==> src/rtl/tm_pkg.sv <==
// Shared types for the programmable binary Turing machine: move codes,
// controller states, transition-table entry layout and the default tape home cell.
package tm_pkg;

    localparam int TAPE_LEN_DEF = 64;
    localparam int HOME         = TAPE_LEN_DEF / 2;
    localparam int MAX_DATA_W   = 8;

    typedef enum logic [1:0] {
        MV_LEFT  = 2'd0,
        MV_RIGHT = 2'd1,
        MV_HALT  = 2'd2,
        MV_STAY  = 2'd3
    } tm_move_e;

    typedef enum logic [2:0] {
        LOAD_N,
        LOAD_TBL,
        LOAD_TAPE,
        RUN,
        HALT
    } tm_state_e;

    // next is stored at the widest supported word so the struct is not parameterized
    typedef struct packed {
        logic                  wr;
        tm_move_e              mv;
        logic [MAX_DATA_W-1:0] nxt;
    } tm_entry_t;

    localparam tm_entry_t ENTRY_RST = '{wr: 1'b0, mv: MV_HALT, nxt: '0};

endpackage

==> src/rtl/tm_edge_detect.sv <==
// Rising-edge detector: one-cycle pulse on each 0->1 transition of a level input.
module tm_edge_detect (
    input  logic clock,
    input  logic Reset_n,
    input  logic d,
    output logic pulse
);

    logic d_q;

    always_ff @(posedge clock or negedge Reset_n) begin
        if (!Reset_n) d_q <= 1'b0;
        else          d_q <= d;
    end

    assign pulse = d & ~d_q;

endmodule

==> src/rtl/turing_machine.sv <==
// Single-tape binary Turing machine: keyed-in program/tape, single-stepped by Next.
// Optional build macro TM_TAPE_WRAP_EN makes the head and display window wrap around the tape.
module turing_machine
    import tm_pkg::*;
#(
    parameter int DATA_W   = 4,
    parameter int TAPE_LEN = 64
) (
    input  logic              clock,
    input  logic              Reset_n,
    input  logic [DATA_W-1:0] input_data,
    input  logic              Next,
    input  logic              Done,
    output logic [10:0]       display,
    output logic              Compute_done
);

    localparam int MAX_ST  = (1 << DATA_W) - 1;
    localparam int NUM_ENT = 2 * MAX_ST;
    localparam int HW      = $clog2(TAPE_LEN);
    localparam int IW      = DATA_W + 1;
    localparam logic [HW-1:0] HOME_POS = HW'(TAPE_LEN / 2);

    logic nxt_ev, done_ev;

    tm_edge_detect u_next_ed (.clock(clock), .Reset_n(Reset_n), .d(Next), .pulse(nxt_ev));
    tm_edge_detect u_done_ed (.clock(clock), .Reset_n(Reset_n), .d(Done), .pulse(done_ev));

    tm_state_e             fsm_q, fsm_d;
    logic [DATA_W-1:0]     n_q, n_d;
    logic [IW-1:0]         ent_q, ent_d;
    logic [1:0]            phase_q, phase_d;
    logic [HW:0]           tptr_q, tptr_d;
    logic [TAPE_LEN-1:0]   tape_q, tape_d;
    tm_entry_t             tbl_q [NUM_ENT];
    tm_entry_t             tbl_d [NUM_ENT];
    logic [HW-1:0]         head_q, head_d;
    logic [DATA_W-1:0]     st_q, st_d;

    logic [IW-1:0]         last_ent;
    logic [IW-1:0]         run_idx;
    tm_entry_t             cur;
    logic                  halt;

    always_comb begin
        fsm_d    = fsm_q;
        n_d      = n_q;
        ent_d    = ent_q;
        phase_d  = phase_q;
        tptr_d   = tptr_q;
        tape_d   = tape_q;
        tbl_d    = tbl_q;
        head_d   = head_q;
        st_d     = st_q;
        last_ent = {n_q, 1'b0} - IW'(1);
        run_idx  = {st_q - DATA_W'(1), tape_q[head_q]};
        cur      = tbl_q[run_idx];
        halt     = 1'b0;

        case (fsm_q)
            LOAD_N: if (nxt_ev) begin
                n_d   = (input_data == '0) ? DATA_W'(1) : input_data;
                fsm_d = LOAD_TBL;
            end
            LOAD_TBL: if (nxt_ev) begin
                // each entry arrives as three words: write, move, next
                case (phase_q)
                    2'd0:    tbl_d[ent_q].wr  = input_data[0];
                    2'd1:    tbl_d[ent_q].mv  = tm_move_e'(input_data[1:0]);
                    default: tbl_d[ent_q].nxt = MAX_DATA_W'(input_data);
                endcase
                if (phase_q == 2'd2) begin
                    phase_d = 2'd0;
                    ent_d   = ent_q + IW'(1);
                    if (ent_q == last_ent) fsm_d = LOAD_TAPE;
                end else begin
                    phase_d = phase_q + 2'd1;
                end
            end
            LOAD_TAPE: if (nxt_ev && tptr_q < (HW+1)'(TAPE_LEN)) begin
                tape_d[tptr_q[HW-1:0]] = input_data[0];
                tptr_d = tptr_q + (HW+1)'(1);
            end
            RUN: if (nxt_ev) begin
                tape_d[head_q] = cur.wr;
                case (cur.mv)
                    MV_LEFT:
                        if (head_q == '0)
`ifdef TM_TAPE_WRAP_EN
                            head_d = HW'(TAPE_LEN - 1);
`else
                            halt = 1'b1;
`endif
                        else head_d = head_q - HW'(1);
                    MV_RIGHT:
                        if (head_q == HW'(TAPE_LEN - 1))
`ifdef TM_TAPE_WRAP_EN
                            head_d = '0;
`else
                            halt = 1'b1;
`endif
                        else head_d = head_q + HW'(1);
                    MV_HALT: halt = 1'b1;
                    default: ;
                endcase
                if (cur.nxt == '0 || cur.nxt > MAX_DATA_W'(n_q)) halt = 1'b1;
                if (halt) fsm_d = HALT;
                else      st_d  = cur.nxt[DATA_W-1:0];
            end
            default: ;
        endcase

        // Done after any same-cycle Next load, so the last word still lands
        if (done_ev && (fsm_q == LOAD_N || fsm_q == LOAD_TBL || fsm_q == LOAD_TAPE)) begin
            fsm_d  = RUN;
            head_d = HOME_POS;
            st_d   = DATA_W'(1);
        end
    end

    always_ff @(posedge clock or negedge Reset_n) begin
        if (!Reset_n) begin
            fsm_q   <= LOAD_N;
            n_q     <= DATA_W'(1);
            ent_q   <= '0;
            phase_q <= '0;
            tptr_q  <= (HW+1)'(TAPE_LEN / 2);
            tape_q  <= '0;
            head_q  <= HOME_POS;
            st_q    <= DATA_W'(1);
            for (int i = 0; i < NUM_ENT; i++) tbl_q[i] <= ENTRY_RST;
        end else begin
            fsm_q   <= fsm_d;
            n_q     <= n_d;
            ent_q   <= ent_d;
            phase_q <= phase_d;
            tptr_q  <= tptr_d;
            tape_q  <= tape_d;
            head_q  <= head_d;
            st_q    <= st_d;
            for (int i = 0; i < NUM_ENT; i++) tbl_q[i] <= tbl_d[i];
        end
    end

    // display[i] shows cell head+5-i
    always_comb begin
        int idx;
        display = '0;
        for (int i = 0; i < 11; i++) begin
            idx = int'(head_q) + 5 - i;
`ifdef TM_TAPE_WRAP_EN
            idx = (idx + TAPE_LEN) % TAPE_LEN;
            display[i] = tape_q[idx[HW-1:0]];
`else
            if (idx >= 0 && idx < TAPE_LEN) display[i] = tape_q[idx[HW-1:0]];
`endif
        end
    end

    assign Compute_done = (fsm_q == HALT);

endmodule

==> config.mk <==
export PLATFORM = sky130hd
export DESIGN_NAME = turing_machine
export DESIGN_NICKNAME = d
export VERILOG_FILES = /design/src/rtl/tm_pkg.sv /design/src/rtl/tm_edge_detect.sv /design/src/rtl/turing_machine.sv
export SDC_FILE = /design/constraint.sdc
export NUM_CORES = 1
export LEC_CHECK = 0
export ABC_AREA = 1
export CAP_MARGIN = 10
export CORE_MARGIN = 1
export CORE_UTILIZATION = 50
export DETAILED_ROUTE_END_ITERATION = 6
export PLACE_DENSITY = 0.65
export REMOVE_ABC_BUFFERS = 1
export SLEW_MARGIN = 25
export SYNTH_ARGS = -nofsm -noshare
export SYNTH_HDL_FRONTEND = slang
export SYNTH_SLANG_ARGS = --single-unit
==> constraint.sdc <==
create_clock -name clock -period 4.9 [get_ports clock]
set_input_delay 0.49 -clock clock [delete_from_list [all_inputs] [get_ports clock]]
set_output_delay 0.49 -clock clock [all_outputs]
set_load 0.01 [all_outputs]
Run 1, clock wiring as the flow saved it:
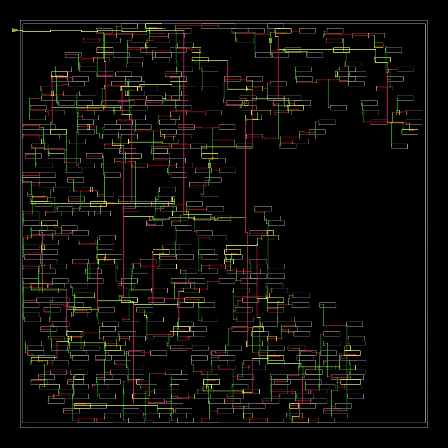
CTS buffer count: 48
Clock Skews: 0.0373 ns
Late-Pin Clk Latency: 0.61 ns

Run 1, placement by cell class:
Fill, decap, tap and diode cells in gray.
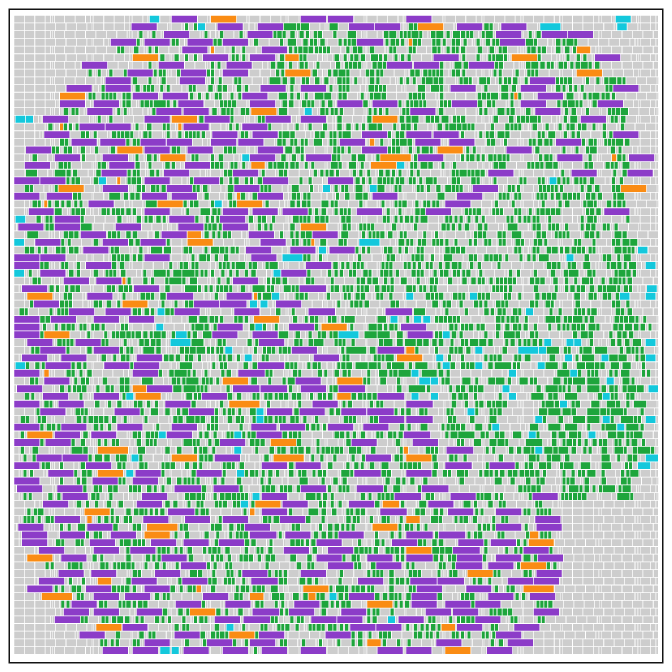
purple -> flip-flops  # cells 427
green -> all other logic  # cells 3166
cyan -> other buffers and delay cells  # cells 101
orange -> clock drivers and dummy loads  # cells 89

==> flow_summary.toml, run 1 <==
# generated from flow reports
[drt]
vias_per_cell = 5.62
vias = 25102
drc = 0

[synth]
ys_dominant_reg_cell = "dfrtp_1"
top_cells_by_count = "nand2_1, nor2_1, inv_1"
ys_warn_count = 0
syn_area_per_cell_um2 = 6.95
ys_seq_share_pct = 41.1
syn_area_mm2 = 0.0261

[clock_network]
cts_root_buf = "clkbuf_16"
cts_hold_buf = 1
clk_pin_slew_ns = 0.06
htreeDepth = 2
postCtsSetupBuffers = 0

[setup_path]
crit_chain = "buf_4 > ha_2 > nor2_1 > nor2_2 > buf_4 > ha_1 > nand2_1 > nand2_1 > xnor2_1 > inv_1 > o311ai_2 > o211ai_1 > nor2_1 > clkdlybuf4s50_1"
critical_path_class = "reg -> out"
slowest_delay_ns = 0.56

[floorplan]
chipHeight_um = 230
dieArea_mm2 = 0.0531

[power]
power_leader = "the clock network"
ir_worst_vdd_mv = 0.276
p_comb_mw = 0.270

[timing]
grt_setup_unrepaired = "false"
hold_slack_ns = 0.362
hold_viol = 0
finalCritPeriodShare_pct = 95.1
worst_slew_pin_slew_ns = 0.986
max_slew_margin_pct = 34.2

[placement]
gp_congestion = 0.964
port_buffers = 19

[hold_path]
whs_path_depth = 1
hold_class = "in -> reg"

[cells_and_area]
antenna_cells = 0

[global_routing]
grt_pass1_wl_um = 133000

[outcome]
status = "finished, final reports clean"
Run 1, wiring heat map:
The bar under the picture is 50 µm long. The die is cut into 23 by 23 equal tiles; dark blue is low, red is high, scaled to the fullest tile. Values are wire area over tile area, all layers added.
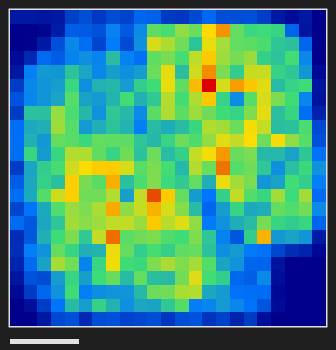
tiles over half the peak = 37%
emptiest ninth of the die = bottom right
mean over tiles = 0.26
nearly empty tiles = 6.0%

Run 1, M1 wires:
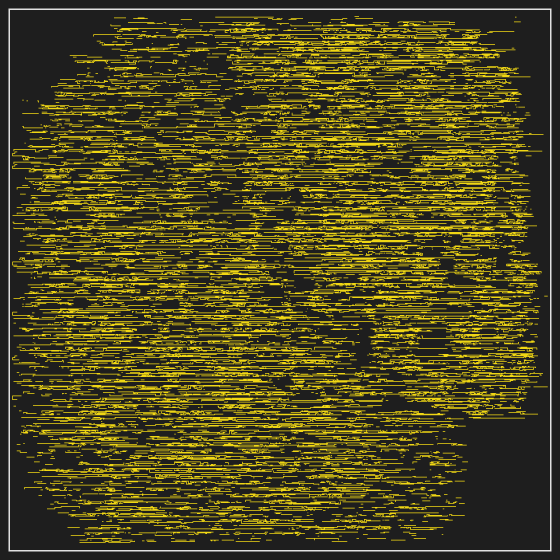
share of all routed wire = 44%
main direction = horizontal
longest straight run = 79.1 µm

run 1: metal layers:
layer | GRT usage, % | wire length, µm | vias up | part of all wire [%]
met1 | 45.1 | 36700 | 11856 | 44
met3 | 3.85 | 6040 | 181 | 7.2
met5 | 0 | 13 | - | 0.015
li1 | - | - | 12085 | -
met2 | 50.0 | 38500 | 978 | 46
met4 | 12.1 | 3090 | 2 | 3.7
run 1: cell type report:
cell class	count	area, µm²
repair buffers	101	901
clock inverters	18	287
flip-flops and latches	427	10700
fillers	5043	22500
inverters	464	1760
well taps	680	851
multi-input cells	2701	12900
clock buffers	71	1420
repair inverters	1	8.76
run 1: stage by stage:
step	total power [mW]	instance area, µm²	std cells
after floorplan	3.74	25300	3592
after CTS	7.78	28700	4454
after global placement	3.92	27000	4364
final	7.73	28900	4463
after global routing	7.95	28900	4463
after detailed placement	3.92	27000	4364
run 1: worst paths after layout:
path | to | slack (ns) | from
worst max register to register | fsm_q[2] | 0.41 | st_q[0]
worst max-delay path | display[3] | 0.24 | head_q[0]
worst min register to register | tbl_q[158] | 0.46 | tbl_q[158]
worst min-delay path | u_next_ed.d_q | 0.36 | Next
min in group asynchronous | tape_q[6] | 0.43 | Reset_n
max in group asynchronous | tbl_q[51] | 3.25 | Reset_n
run 1: critical path, delay by kind of cell (launching register included):
family,cells,cell delay (ns)
buffers and inverters,4,1.06
AND/OR/NAND/NOR,5,0.66
AND-OR/OR-AND,2,0.56
adder cells (fa/ha/maj),2,0.49
flip-flops,1,0.45
XOR/XNOR,1,0.36
run 1: cells by family after synthesis:
family	count (synthesis)	synth area share [%]
flip-flops	427	41.1
AND/OR/NAND/NOR	1797	28.0
multiplexers	19	0.778
adder cells (fa/ha/maj)	43	2.09
AND-OR/OR-AND	799	16.9
buffers and inverters	624	9.58
XOR/XNOR	43	1.47
==> run 2, diff against run 1 <==
Settings changed: CORE_UTILIZATION 50 to 40, PLACE_DENSITY 0.65 to unset, SKIP_LAST_GASP set to 1.
==> run 2 against run 1 <==
  * Register-to-register slack about the same
  * Total power shrank 4.4%
  * Largest cell class unchanged
  * Die area up 25%
  * Critical endpoint is now display[5]
==> flow_summary.toml, run 2 <==
# generated from flow reports
[cells_and_area]
antenna_cells = 0

[global_routing]
grtUsageMet1_pct = 37.5
grt-busiest-layer = "met1"
met3_usage_pct = 4.44
use_met2_pct = 37.1

[hold_path]
whs_path_depth = 1
min_from = "Next"
hold_class = "in -> reg"

[synth]
ys_seq_share_pct = 41.1
simple_gate_area_share_pct = 28.0
ys_sh_aoi_pct = 16.9
ys_sh_adder_pct = 2.09
mux_area_share_pct = 0.778
syn_area_per_cell_um2 = 6.95
ys_dominant_reg_cell = "dfrtp_1"
ys_warn_count = 0

[power]
ir_worst_vdd_mv = 0.285
power_leader = "sequential cells"

[drt]
wl_met3_um = 7200
wl_met1_um = 39200
vias = 24696
routed-wl-met2_um = 35300

[setup_path]
critical_path_class = "reg -> out"
r2r-end = "fsm_q[2]"
crit_chain = "clkinv_8 > nor2_2 > inv_2 > a21oi_1 > inv_2 > o21ai_1 > o21ai_4 > nor2_1 > inv_1 > nor2_1 > o21a_1 > ha_1 > nand3b_1 > a21oi_1 > o21ai_0 > nor3_2 > clkdlybuf4s50_1"

[clock_network]
htreeDepth = 2
clk_pin_slew_ns = 0.06

[timing]
grt_setup_unrepaired = "true"
hold_viol = 0
hold_slack_ns = 0.355
worst_slew_pin_slew_ns = 1.02
clock_skew_ns = 0.0325

[outcome]
status = "finished, final reports clean"

[placement]
gp_congestion = 0.958

[floorplan]
chipHeight_um = 257
-- run 2: final cells by class --
| cell class | count | area, µm² |
|---|---|---|
| multi-input combinational | 2701 | 12900 |
| tap | 855 | 1070 |
| inverter | 464 | 1750 |
| clock inverter | 9 | 92.6 |
| timing repair buffer | 89 | 828 |
| sequential | 427 | 10700 |
| timing repair inverter | 1 | 8.76 |
| clock buffer | 78 | 1440 |
| fill | 6724 | 35600 |
-- run 2: critical path, delay by kind of cell, from the launching register on --
| family | cells | cell delay (ns) |
|---|---|---|
| AND/OR/NAND/NOR | 5 | 0.80 |
| flip-flops | 1 | 0.47 |
| AND-OR/OR-AND | 6 | 1.04 |
| buffers and inverters | 5 | 1.11 |
| adder cells (fa/ha/maj) | 1 | 0.13 |
-- run 2: what timing repair did --
item,4_1_cts,5_1_grt
hold endpoints to repair,69,0
setup buffers,0,1
hold buffers,1,0
cloned,0,2
setup endpoints to repair,4,14
pin swaps,0,0
resized,2,20
-- run 2: stage by stage --
step | cell area [µm²] | setup slack, ns | utilization, % | total power [mW] | std cells
floorplan | 25300 | -2.57 | - | 3.74 | 3592
global placement | 27200 | 0.451 | 42.2 | 3.92 | 4533
detailed placement | 27200 | 0.437 | 42.2 | 3.92 | 4533
CTS | 28700 | 0.000416 | 44.6 | 7.47 | 4621
global route | 28800 | -0.0958 | 44.7 | 7.63 | 4624
finish | 28800 | 0.240 | 44.7 | 7.39 | 4624
-- run 2: how the worst max path moves through the flow --
stage                     cells after the start       from         end  slack [ns]
after detailed placement                     29  head_q[0]    fsm_q[2]        0.44
after global placement                       29  head_q[0]    fsm_q[2]        0.45
after global routing                         19  head_q[1]  display[3]        -0.1
after floorplan                              19  head_q[0]  tape_q[31]       -2.57
after CTS                                    17  head_q[1]  display[3]      0.0004
final                                        17  head_q[0]  display[5]        0.24
Run 2, clock wiring as the flow saved it:
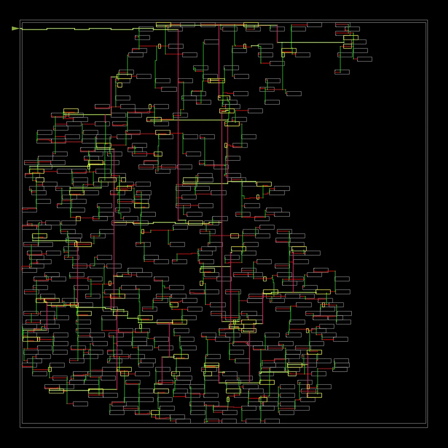
CTS buffer count: 47
clk pwr: 3.53 mW

Run 2, the metal 3 layer:
The bar under the picture is 100 µm long.
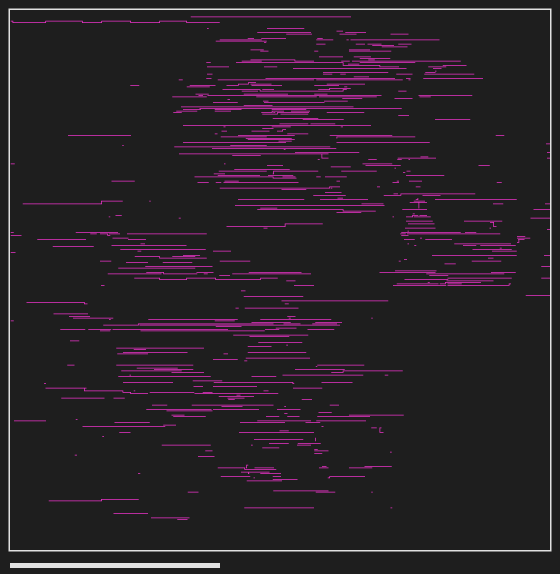
share of all routed wire = 8.6%
nets with wire on the layer = 295
main direction = horizontal
wire length on this layer = 7200 µm

Power figures rest on the tool's default switching activity, not on a simulated workload.
